==> src/rtl/fetch_unit.sv <==
// -----------------------------------------------------------------------------
// fetch_unit
// Instruction fetch sequencer. On a fetch request accepted in IDLE it latches
// the current PC onto the memory address port, issues a one-cycle read strobe,
// waits LATENCY cycles for the synchronous memory, captures the returned word
// into the instruction register and pulses the PC-increment strobe back to
// the R7 counter.
//
// Parameters
//   LATENCY   memory read latency in cycles (1..15)
//
// Ports
//   Clock     in   system clock, rising edge
//   Clear     in   synchronous active-high reset, highest priority
//   PcValue   in   current PC from the R7 counter
//   FetchReq  in   fetch request, sampled only in IDLE
//   MemAddr   out  registered read address (latched on IDLE->ISSUE)
//   MemRd     out  read strobe, one cycle per fetch (ISSUE)
//   MemData   in   read data, valid LATENCY cycles after MemRd is sampled
//   IR        out  instruction register
//   IRValid   out  one-cycle pulse when IR has been updated (DONE)
//   IncrPc    out  one-cycle pulse to the R7 counter increment (DONE)
//   Busy      out  high in every state except IDLE
// -----------------------------------------------------------------------------
module fetch_unit #(
   parameter int unsigned LATENCY = 1
) (
   input  logic        Clock,
   input  logic        Clear,
   input  logic [15:0] PcValue,
   input  logic        FetchReq,
   output logic [15:0] MemAddr,
   output logic        MemRd,
   input  logic [15:0] MemData,
   output logic [15:0] IR,
   output logic        IRValid,
   output logic        IncrPc,
   output logic        Busy
);

   typedef enum logic [1:0] {
      S_IDLE  = 2'd0,
      S_ISSUE = 2'd1,
      S_WAIT  = 2'd2,
      S_DONE  = 2'd3
   } state_t;

   localparam logic [3:0] LP_CNT_INIT = 4'(LATENCY - 1);

   state_t      r_state;
   logic [3:0]  r_cnt;
   logic [15:0] r_mem_addr;
   logic [15:0] r_ir;
   logic        r_mem_rd;
   logic        r_ir_valid;
   logic        r_incr_pc;
   logic        r_busy;

   // Strobes and Busy are registered alongside the state transition so each
   // one is high exactly while the FSM sits in its owning state.
   always_ff @(posedge Clock) begin
      if (Clear) begin
         r_state    <= S_IDLE;
         r_cnt      <= '0;
         r_mem_addr <= '0;
         r_ir       <= '0;
         r_mem_rd   <= 1'b0;
         r_ir_valid <= 1'b0;
         r_incr_pc  <= 1'b0;
         r_busy     <= 1'b0;
      end else begin
         r_mem_rd   <= 1'b0;
         r_ir_valid <= 1'b0;
         r_incr_pc  <= 1'b0;
         case (r_state)
            S_IDLE: begin
               if (FetchReq) begin
                  r_mem_addr <= PcValue;
                  r_mem_rd   <= 1'b1;
                  r_busy     <= 1'b1;
                  r_state    <= S_ISSUE;
               end
            end
            S_ISSUE: begin
               r_cnt   <= LP_CNT_INIT;
               r_state <= S_WAIT;
            end
            S_WAIT: begin
               // Counter is preloaded with LATENCY-1, so capture happens on
               // the LATENCY-th WAIT edge.
               if (r_cnt == 4'd0) begin
                  r_ir       <= MemData;
                  r_ir_valid <= 1'b1;
                  r_incr_pc  <= 1'b1;
                  r_state    <= S_DONE;
               end else begin
                  r_cnt <= r_cnt - 4'd1;
               end
            end
            S_DONE: begin
               // Always return to IDLE: PcValue is only correct there, after
               // the R7 increment lands on the edge ending DONE.
               r_busy  <= 1'b0;
               r_state <= S_IDLE;
            end
            default: begin
               r_busy  <= 1'b0;
               r_state <= S_IDLE;
            end
         endcase
      end
   end

   assign MemAddr = r_mem_addr;
   assign MemRd   = r_mem_rd;
   assign IR      = r_ir;
   assign IRValid = r_ir_valid;
   assign IncrPc  = r_incr_pc;
   assign Busy    = r_busy;

endmodule

==> config.mk <==
export PLATFORM = sky130hd
export DESIGN_NAME = fetch_unit
export DESIGN_NICKNAME = d
export VERILOG_FILES = /design/src/rtl/fetch_unit.sv
export SDC_FILE = /design/constraint.sdc
export NUM_CORES = 1
export LEC_CHECK = 0
export ABC_CLOCK_PERIOD_IN_PS = 2100
export CAP_MARGIN = 20
export CORE_MARGIN = 2
export CORE_UTILIZATION = 41
export CTS_BUF_LIST = sky130_fd_sc_hd__clkbuf_16
export CTS_CLUSTER_DIAMETER = 40
export DETAILED_ROUTE_END_ITERATION = 10
export PLACE_DENSITY = 0.81
export SETUP_SLACK_MARGIN = 0.5
export SYNTH_ARGS = -nofsm -noshare
export SYNTH_HDL_FRONTEND = slang
export SYNTH_SLANG_ARGS = --single-unit
==> constraint.sdc <==
create_clock -name Clock -period 2.1 [get_ports Clock]
set_clock_uncertainty 0.2 [all_clocks]
set_input_delay 0.63 -clock Clock [delete_from_list [all_inputs] [get_ports Clock]]
set_output_delay 0.63 -clock Clock [all_outputs]
set_load 0.03 [all_outputs]
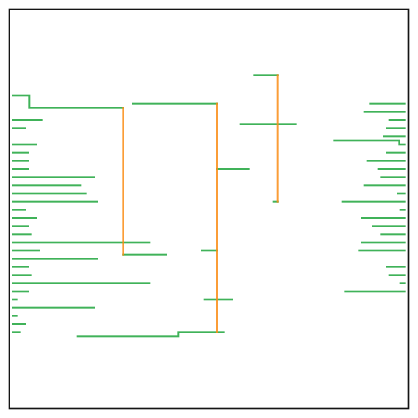
(run_1/metal_stack.png)
Scale: 6 px per µm. Two of the layers only.
[green] met3 | wire length: 381 µm
[orange] met4 | wire length: 83.6 µm
Routed wire per std cell: 12.8 µm
final wirelength: 4.27 mm
via count: 1,615
GRT Resource Usage Total: 19.6%

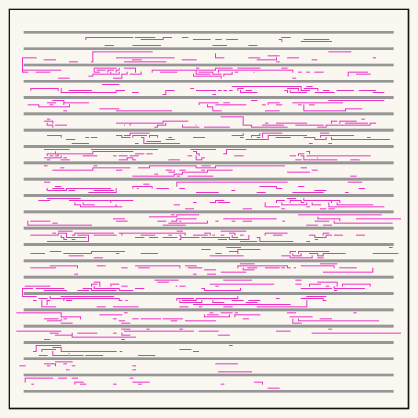
(run_1/met1.png)
Scale: 6 px per µm. Supply wires on this layer in grey.
wire length on this layer: 1,550 µm
share of all routed wire: 36%
longest straight run: 18.4 µm
main direction: horizontal
nets with wire on the layer: 269

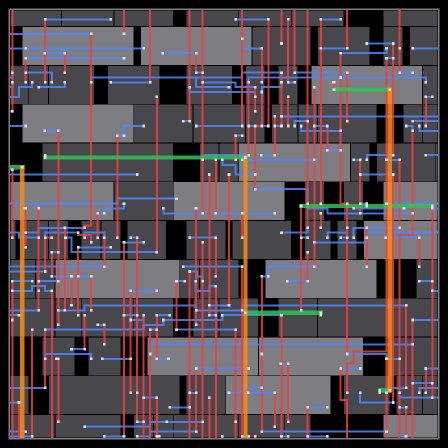
(run_1/zoom.png)
Region (18, 31) to (48, 61) µm. Cells in grey, sequential cells in the stronger grey; small squares are vias.
[green] met3
[red] met2
[orange] met4
[blue] met1
most frequent: nand2_1 (18), dfxtp_2 (10)
cells with their middle in the window: 77
netlist names of flops here include: IR (6), MemAddr (3), r_cnt (2)
sequential cells in the window: 13

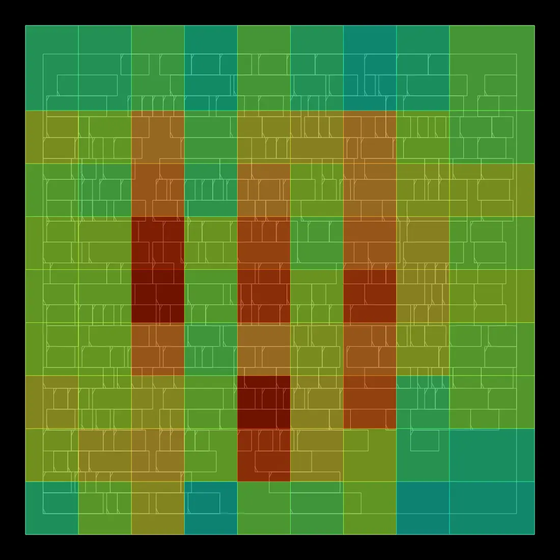
(run_1/final_congestion.png)
routing usage on met1: 20.4%
met2 usage: 34.3%
post-layout util: 76.5%
grt met3 use: 8.52%

==> run_results.csv, run 1 <==
group,metric,value,unit
placed_design,post-place-cells,311,
worst_hold_path,hold_start,"IR[11]",
power,switching_share,34.5,%
power,combPwrFrac,41.5,%
setup_path,crit_buf_inv,1,
layout,area.growth.synth_to_final,77.4,%
setup_path,worstPathArrival,1730,ps
die,die-area,4390,µm²
clocking,cts_setup_buffers,7,
final_timing,relSlewSlack,79.1,%
power,p_switching,1.04,mW
yosys,yosys-top-cells-count,"nand2_1, dfxtp_1, a21oi_1",
clocking,h-tree-depth,2,
layout,antennaDiodeCount,0,
clocking,clk_pin_slew_worst_paths,60,ps
placed_design,place_area,2390,µm²
layout,final_layout_top_logic_cells,"nand2_1, buf_6, dfxtp_2",
run,warning_count,33,
layout,layout-drive-gt1-share,42.1,%
placed_design,post-place-ws,178,ps
clocking,clock_sink_count,41,
setup_path,ff2ff_setup_slack,390,ps
setup_path,cp_slowest_cell,"or4b_4",
worst_hold_path,hold_class,"reg -> reg",
clocking,cts_tree,"built",
final_timing,final_max_slew_viol_count,0,
final_timing,fin_crit_sh,81.4,%
setup_path,max_stage_delay,460,ps
die,die_x,66.3,µm
setup_path,critical_path.max_fanout,4,
layout,lay_top_count,"nand2_1",
power,leakagePower,1.15,nW
final_timing,fmax,585,MHz
yosys,yosys_cells,196,
grt,gr-total-overflow,0,
yosys,ys_seq_share,51.6,%
yosys,synthCells,196,
run_status,outcome,"complete, no violations",
setup_path,cp.required,2120,ps
yosys,ys_area,1590,µm²
placed_design,dp_hpwl,2.71,mm
clocking,clk-insertion-delay-late,280,ps
## run 1: how the worst max path moves through the flow
stage / end / from / depth (start not counted)
after floorplan: r_cnt[3] / r_state[0] / 6
after global placement: IncrPc / Clear / 3
after detailed placement: MemAddr[4] / FetchReq / 5
after CTS: r_cnt[3] / r_state[0] / 5
after global routing: r_cnt[3] / r_state[0] / 5
final: r_cnt[3] / r_state[0] / 5
## run 1: routing by layer
metal	share of wire, %	track usage [%]	vias up
met3	8.9	8.52	8
li1	-	-	812
met5	0	0	-
met4	1.9	8.42	0
met2	53	34.3	62
met1	36	20.4	733
## run 1: kinds of logic after synthesis
kind of cell / Yosys count / share of synthesized area (%)
flip-flops: 41 / 51.6
buffers and inverters: 19 / 5.35
adder cells (fa/ha/maj): 6 / 4.72
AND/OR/NAND/NOR: 86 / 23.8
multiplexers: 1 / 0.629
AND-OR/OR-AND: 43 / 13.8
## run 1: power groups by stage
stage	Clock [mW]	Combinational (mW)	Sequential, mW
after floorplan	0	0.425	1.20
after global placement	0	1.03	0.988
after detailed placement	0	1.04	0.991
after CTS	0.750	1.14	1.01
after global routing	0.793	1.36	1.04
final	0.739	1.25	1.02
## run 1: state kept, by name (all words and copies together) (netlist names)
signal,flops
MemAddr,16
IR,16
MemRd,1
r_state,2
IncrPc,1
Busy,1
r_cnt,4
## run 1: cell type report
cell class	instances	area, µm²	share of cell area (%)
Multi-Input combinational cell	136	771	27.3
Inverter	5	18.8	0.665
Sequential cell	41	868	30.8
Tap cell	48	60.1	2.13
Clock buffer	5	125	4.43
Timing Repair Buffer	95	961	34.1
Clock inverter	3	17.5	0.621
## run 1: worst register-to-register path: cells and delay by family, from the launching register on
family | cells | cell delay (ps)
buf+inv | 1 | 70
flops | 1 | 320
simple gates | 2 | 800
fa+ha+maj | 1 | 140
compound gates | 1 | 110
==> run 2: changes to the inputs <==
--- a/config.mk
+++ b/config.mk
@@ -5,14 +5,14 @@
 export SDC_FILE = /design/constraint.sdc
 export NUM_CORES = 1
 export LEC_CHECK = 0
-export ABC_CLOCK_PERIOD_IN_PS = 2100
+export ABC_CLOCK_PERIOD_IN_PS = 1500
 export CAP_MARGIN = 20
 export CORE_MARGIN = 2
-export CORE_UTILIZATION = 41
+export CORE_UTILIZATION = 37
 export CTS_BUF_LIST = sky130_fd_sc_hd__clkbuf_16
 export CTS_CLUSTER_DIAMETER = 40
 export DETAILED_ROUTE_END_ITERATION = 10
-export PLACE_DENSITY = 0.81
+export PLACE_DENSITY = 0.77
 export SETUP_SLACK_MARGIN = 0.5
 export SYNTH_ARGS = -nofsm -noshare
 export SYNTH_HDL_FRONTEND = slang
==> constraint.sdc (replaced) <==
create_clock -name Clock -period 1.5 [get_ports Clock]
set_clock_uncertainty 0.2 [all_clocks]
set_input_delay 0.45 -clock Clock [delete_from_list [all_inputs] [get_ports Clock]]
set_output_delay 0.45 -clock Clock [all_outputs]
set_load 0.03 [all_outputs]
==> run_results.csv, run 2 <==
group,metric,value,unit
final_timing,setup_tns,-3200,ps
clocking,clk-insertion-delay-late,280,ps
final_timing,relSlewSlack,64.5,%
run,warning_count,33,
routing,wl,5.07,mm
setup_path,critical_path.max_fanout,2,
layout,area.growth.synth_to_final,99.1,%
clocking,cts_setup_buffers,4,
placed_design,dp_hpwl,2.88,mm
yosys,ys_seq_share,51.6,%
setup_path,worstPathArrival,1720,ps
worst_hold_path,hold_class,"reg -> reg",
yosys,ys_area,1590,µm²
final_timing,layout_setup_ws,-203,ps
yosys,ys_sh_adder,4.72,%
layout,lay_top_count,"nand2_1",
placed_design,post-place-ws,-272,ps
clocking,h-tree-depth,2,
final_timing,fmax,587,MHz
final_timing,fin_crit_sh,114,%
setup_path,cp_slowest_cell,"or4b_4",
final_timing,setup_viol,39,
setup_path,cp.required,1520,ps
placed_design,post-place-cells,319,
yosys,yosys-dominant-comb-family,"simple AND/OR/NAND/NOR gates",
run_status,outcome,"complete, but fails checks",
run_status,violations,"setup timing",
placed_design,place_area,2520,µm²
layout,final_layout_top_logic_cells,"nand2_1, buf_6, dfxtp_4",
die,die_x,69.6,µm
yosys,ys_sh_xor,0,%
grt,gr-total-overflow,0,
yosys,synthCells,196,
clocking,clock_sink_count,41,
setup_path,crit_buf_inv,1,
clocking,clk_pin_slew_worst_paths,60,ps
yosys,ys_sh_simple,23.8,%
yosys,yosys-top-cells-count,"nand2_1, dfxtp_1, a21oi_1",
clocking,cts_tree,"built",
yosys,ys_sh_mux,0.629,%
power,leakagePower,1.25,nW
yosys,yosys_cells,196,
yosys,ys_sh_aoi,13.8,%
setup_path,ff2ff_setup_slack,-200,ps
layout,antennaDiodeCount,0,
die,die-area,4840,µm²
[run 2: report_power, final]
group	switching (mW)	leakage, nW	internal [mW]
registers	0.128	0.362	1.32
clock network	0.427	0.0712	0.610
logic	1.11	0.816	1.10
total	1.66	1.25	3.03
[run 2: worst min path at each step]
| stage | cells after the start | slack, ps | startpoint | end |
|---|---|---|---|---|
| floorplan | 2 | 270 | r_cnt[1] | r_cnt[1] |
| global placement | 2 | 260 | MemAddr[15] | MemAddr[15] |
| detailed placement | 2 | 260 | IR[5] | IR[5] |
| CTS | 2 | 280 | IR[5] | IR[5] |
| global route | 2 | 290 | IR[11] | IR[11] |
| finish | 2 | 280 | IR[5] | IR[5] |
[run 2: final cells by class]
cell class / instances / area (µm²) / area share, %
Clock inverter: 3 / 17.5 / 0.553
Sequential cell: 41 / 957 / 30.2
Multi-Input combinational cell: 137 / 921 / 29.1
Clock buffer: 5 / 125 / 3.95
Timing Repair Buffer: 99 / 1060 / 33.5
Inverter: 5 / 21.3 / 0.672
Tap cell: 50 / 62.6 / 1.98
[run 2: routing by layer]
metal	wire length (µm)	part of all wire (%)	GRT usage, %	vias to the layer above
met2	2670	53	34.4	60
met1	1980	39	22.4	777
met5	0	0	0	-
li1	-	-	-	828
met3	390	7.7	6.69	4
met4	32	0.63	3.27	0
[run 2: stage by stage]
stage	utilization, %	hold slack (ps)	power [mW]
after floorplan	-	266	2.42
final	78.0	277	4.69
after global routing	78.0	294	4.92
after CTS	72.6	277	4.31
after global placement	62.2	260	2.89
after detailed placement	62.2	263	2.92
[run 2: tightest hold or removal path: cells and delay by family (launching register included)]
family             cells  cell delay [ps]
AOI/OAI and AO/OA      1               50
DFF                    1              340
and+or+nand+nor        1               50
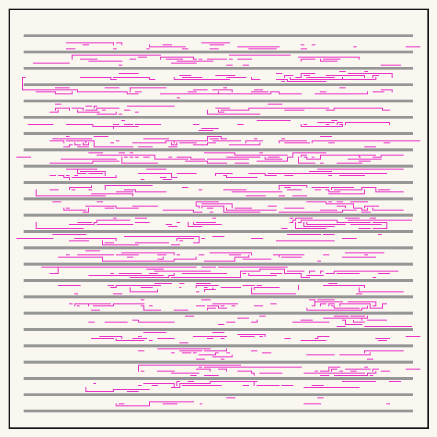
(run_2/met1.png)
Scale: 6 px per µm. Supply wires on this layer in grey.
longest straight run: 25.8 µm
main direction: horizontal
share of all routed wire: 39%
wire length on this layer: 1,980 µm
nets with wire on the layer: 278

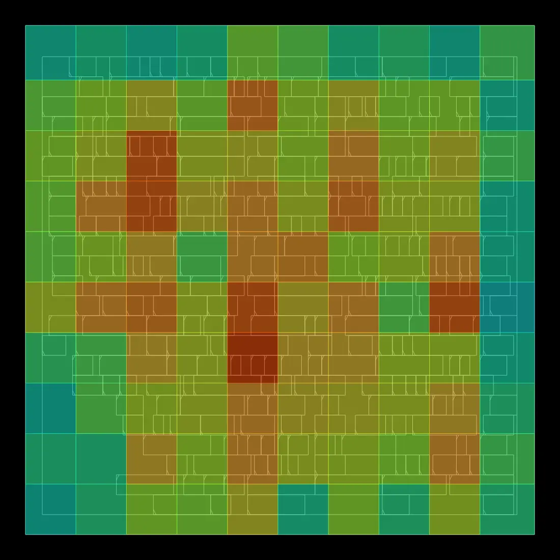
(run_2/final_congestion.png)
Most Crowded Layer GR: met2
post-layout util: 78.0%
GRT Resource Usage Total: 19.2%
Routed wire per std cell: 14.9 µm
routing usage on met1: 22.4%

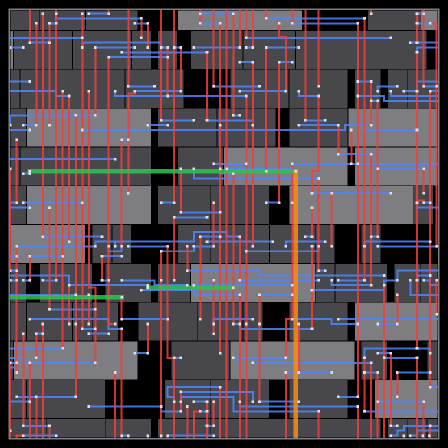
(run_2/zoom.png)
Region (20, 34) to (50, 64) µm. Cells in grey, sequential cells in the stronger grey; small squares are vias.
[orange] met4
[red] met2
[green] met3
[blue] met1
sequential cells in the window: 13
netlist names of flops here include: MemAddr (8), IR (3)
cells with their middle in the window: 76
most frequent: nand2_1 (15), buf_6 (14), dfxtp_4 (13)

==> run 3: changes to the inputs <==
--- a/config.mk
+++ b/config.mk
@@ -13,6 +13,7 @@
 export CTS_CLUSTER_DIAMETER = 40
 export DETAILED_ROUTE_END_ITERATION = 10
 export PLACE_DENSITY = 0.77
+export RECOVER_POWER = 100
 export SETUP_SLACK_MARGIN = 0.5
 export SYNTH_ARGS = -nofsm -noshare
 export SYNTH_HDL_FRONTEND = slang
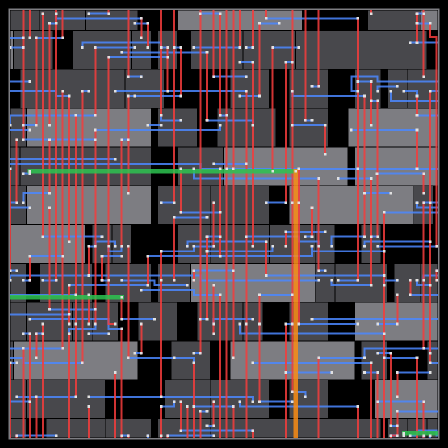
(run_3/zoom.png)
Region (20, 34) to (50, 64) µm. Cells in grey, sequential cells in the stronger grey; small squares are vias.
[red] met2
[blue] met1
[green] met3
[orange] met4
most frequent: nand2_1 (15), dfxtp_4 (12), clkdlybuf4s50_1 (9)
cells with their middle in the window: 75
sequential cells in the window: 13
netlist names of flops here include: MemAddr (8), IR (3)

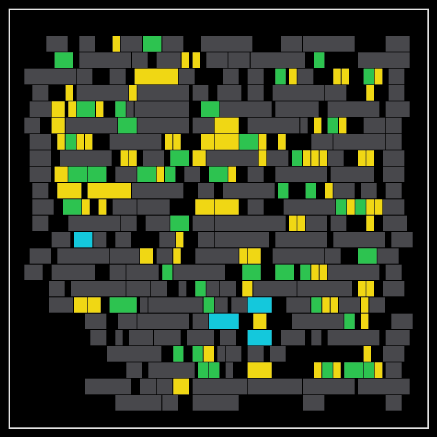
(run_3/gate_families.png)
Scale: 6 px per µm.
[green] inverting AOI/OAI gates | cells: 42 | most used: a21oi_1 | where: widely spread
[yellow] NAND gates | cells: 76 | most used: nand2_1
[cyan] AND and OR gates | cells: 4 | where: south

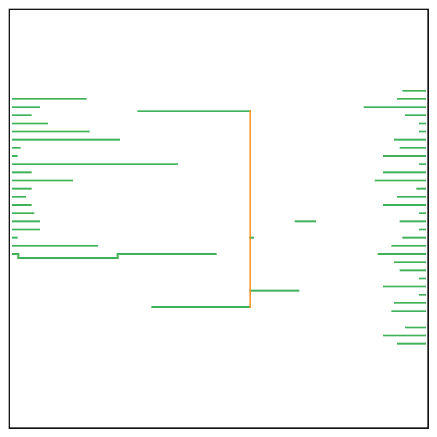
(run_3/metal_stack.png)
Scale: 6 px per µm. Two of the layers only.
[orange] met4 | wire length: 32.6 µm
[green] met3 | wire length: 347 µm

==> run_results.csv, run 3 <==
group,metric,value,unit
yosys,ys_seq_share,51.6,%
setup_path,worstPathArrival,1720,ps
power,leakagePower,1.20,nW
power,combPwrFrac,45.2,%
run,warning_count,33,
die,die_x,69.6,µm
final_timing,setup_viol,39,
worst_hold_path,hold_class,"reg -> reg",
clocking,clk-insertion-delay-late,280,ps
routing,wl_per_cell,14.9,µm
power,p_seq_share,31.6,%
power,seq-power,1.42,mW
power,total_power,4.48,mW
clocking,cts_tree,"built",
power,switching_share,36.2,%
placed_design,place_area,2520,µm²
final_timing,layout_setup_ws,-204,ps
power,p_clk,1.04,mW
clocking,h-tree-depth,2,
layout,antennaDiodeCount,0,
layout,final_layout_top_logic_cells,"nand2_1, dfxtp_4, buf_4",
layout,mi_logic_area,921,µm²
final_timing,relSlewSlack,63.9,%
yosys,yosys_cells,196,
run_status,outcome,"complete, but fails checks",
die,die-area,4840,µm²
layout,layout-drive-gt1-share,53.4,%
power,clkPwrFrac,23.2,%
layout,lay_top_count,"nand2_1",
final_timing,setup_tns,-3280,ps
power,cellInternalPower,2.86,mW
power,p_comb,2.03,mW
routing,vias,1685,
clocking,clk_pin_slew_worst_paths,60,ps
clocking,clock_sink_count,41,
final_timing,fin_crit_sh,114,%
grt,grtUsageTotal,19.2,%
setup_path,cp.required,1520,ps
run_status,violations,"setup timing",
yosys,yosys-top-cells-count,"nand2_1, dfxtp_1, a21oi_1",
placed_design,dp_hpwl,2.88,mm
worst_hold_path,min_path_cells,2,
power,p_switching,1.63,mW
==> run 3: area by class of cell <==
class | instances | share of cell area (%)
clock buffer | 5 | 4.15
clock inverter | 3 | 0.581
inverter | 5 | 0.706
multi-input combinational | 137 | 30.6
sequential | 41 | 31.5
tap | 50 | 2.08
timing repair buffer | 99 | 30.4
==> run 3: through the flow <==
step	hold slack [ps]	std cells	worst slack (ps)	utilization [%]
detailed placement	263	319	-272	62.2
floorplan	266	196	-248	-
finish	271	340	-204	74.3
global placement	260	319	-235	62.2
CTS	277	333	-189	72.6
global route	288	340	-247	74.3
==> run 3: cells by family (layout without fill, tap and decap cells) <==
family / Yosys count / after routing / share of synthesized area (%)
buffers and inverters: 19 / 112 / 5.35
adders and majority gates: 6 / 6 / 4.72
AOI/OAI and AO/OA: 43 / 43 / 13.8
and+or+nand+nor: 86 / 87 / 23.8
DFF: 41 / 41 / 51.6
muxes: 1 / 1 / 0.629
==> run 3: final timing paths <==
kind,from,to
max reg2reg,r_state[0],r_cnt[3]
max,r_state[0],r_cnt[3]
min reg2reg,IR[5],IR[5]
min,IR[5],IR[5]
==> run 3: what timing repair did <==
item                       in CTS  in global routing
setup buffers                   4                  6
setup endpoints to repair      77                 77
pin swaps                       4                 13
gates resized                  60                 40
cloned                          2                  1
==> run 3: routing by layer <==
| layer | wire (µm) | vias up | track usage [%] |
|---|---|---|---|
| met4 | 32 | 0 | 3.27 |
| met2 | 2680 | 58 | 34.4 |
| met3 | 346 | 4 | 6.69 |
| li1 | - | 829 | - |
| met1 | 2010 | 794 | 22.4 |
| met5 | 0 | - | 0 |
==> run 3: critical path: cells and delay by family (launching register included) <==
kind	cells	cell delay, ps
DFF	1	330
and+or+nand+nor	2	790
buffers and inverters	1	80
AOI/OAI and AO/OA	1	110
adders and majority gates	1	140
Power and IR drop assume default switching activity.
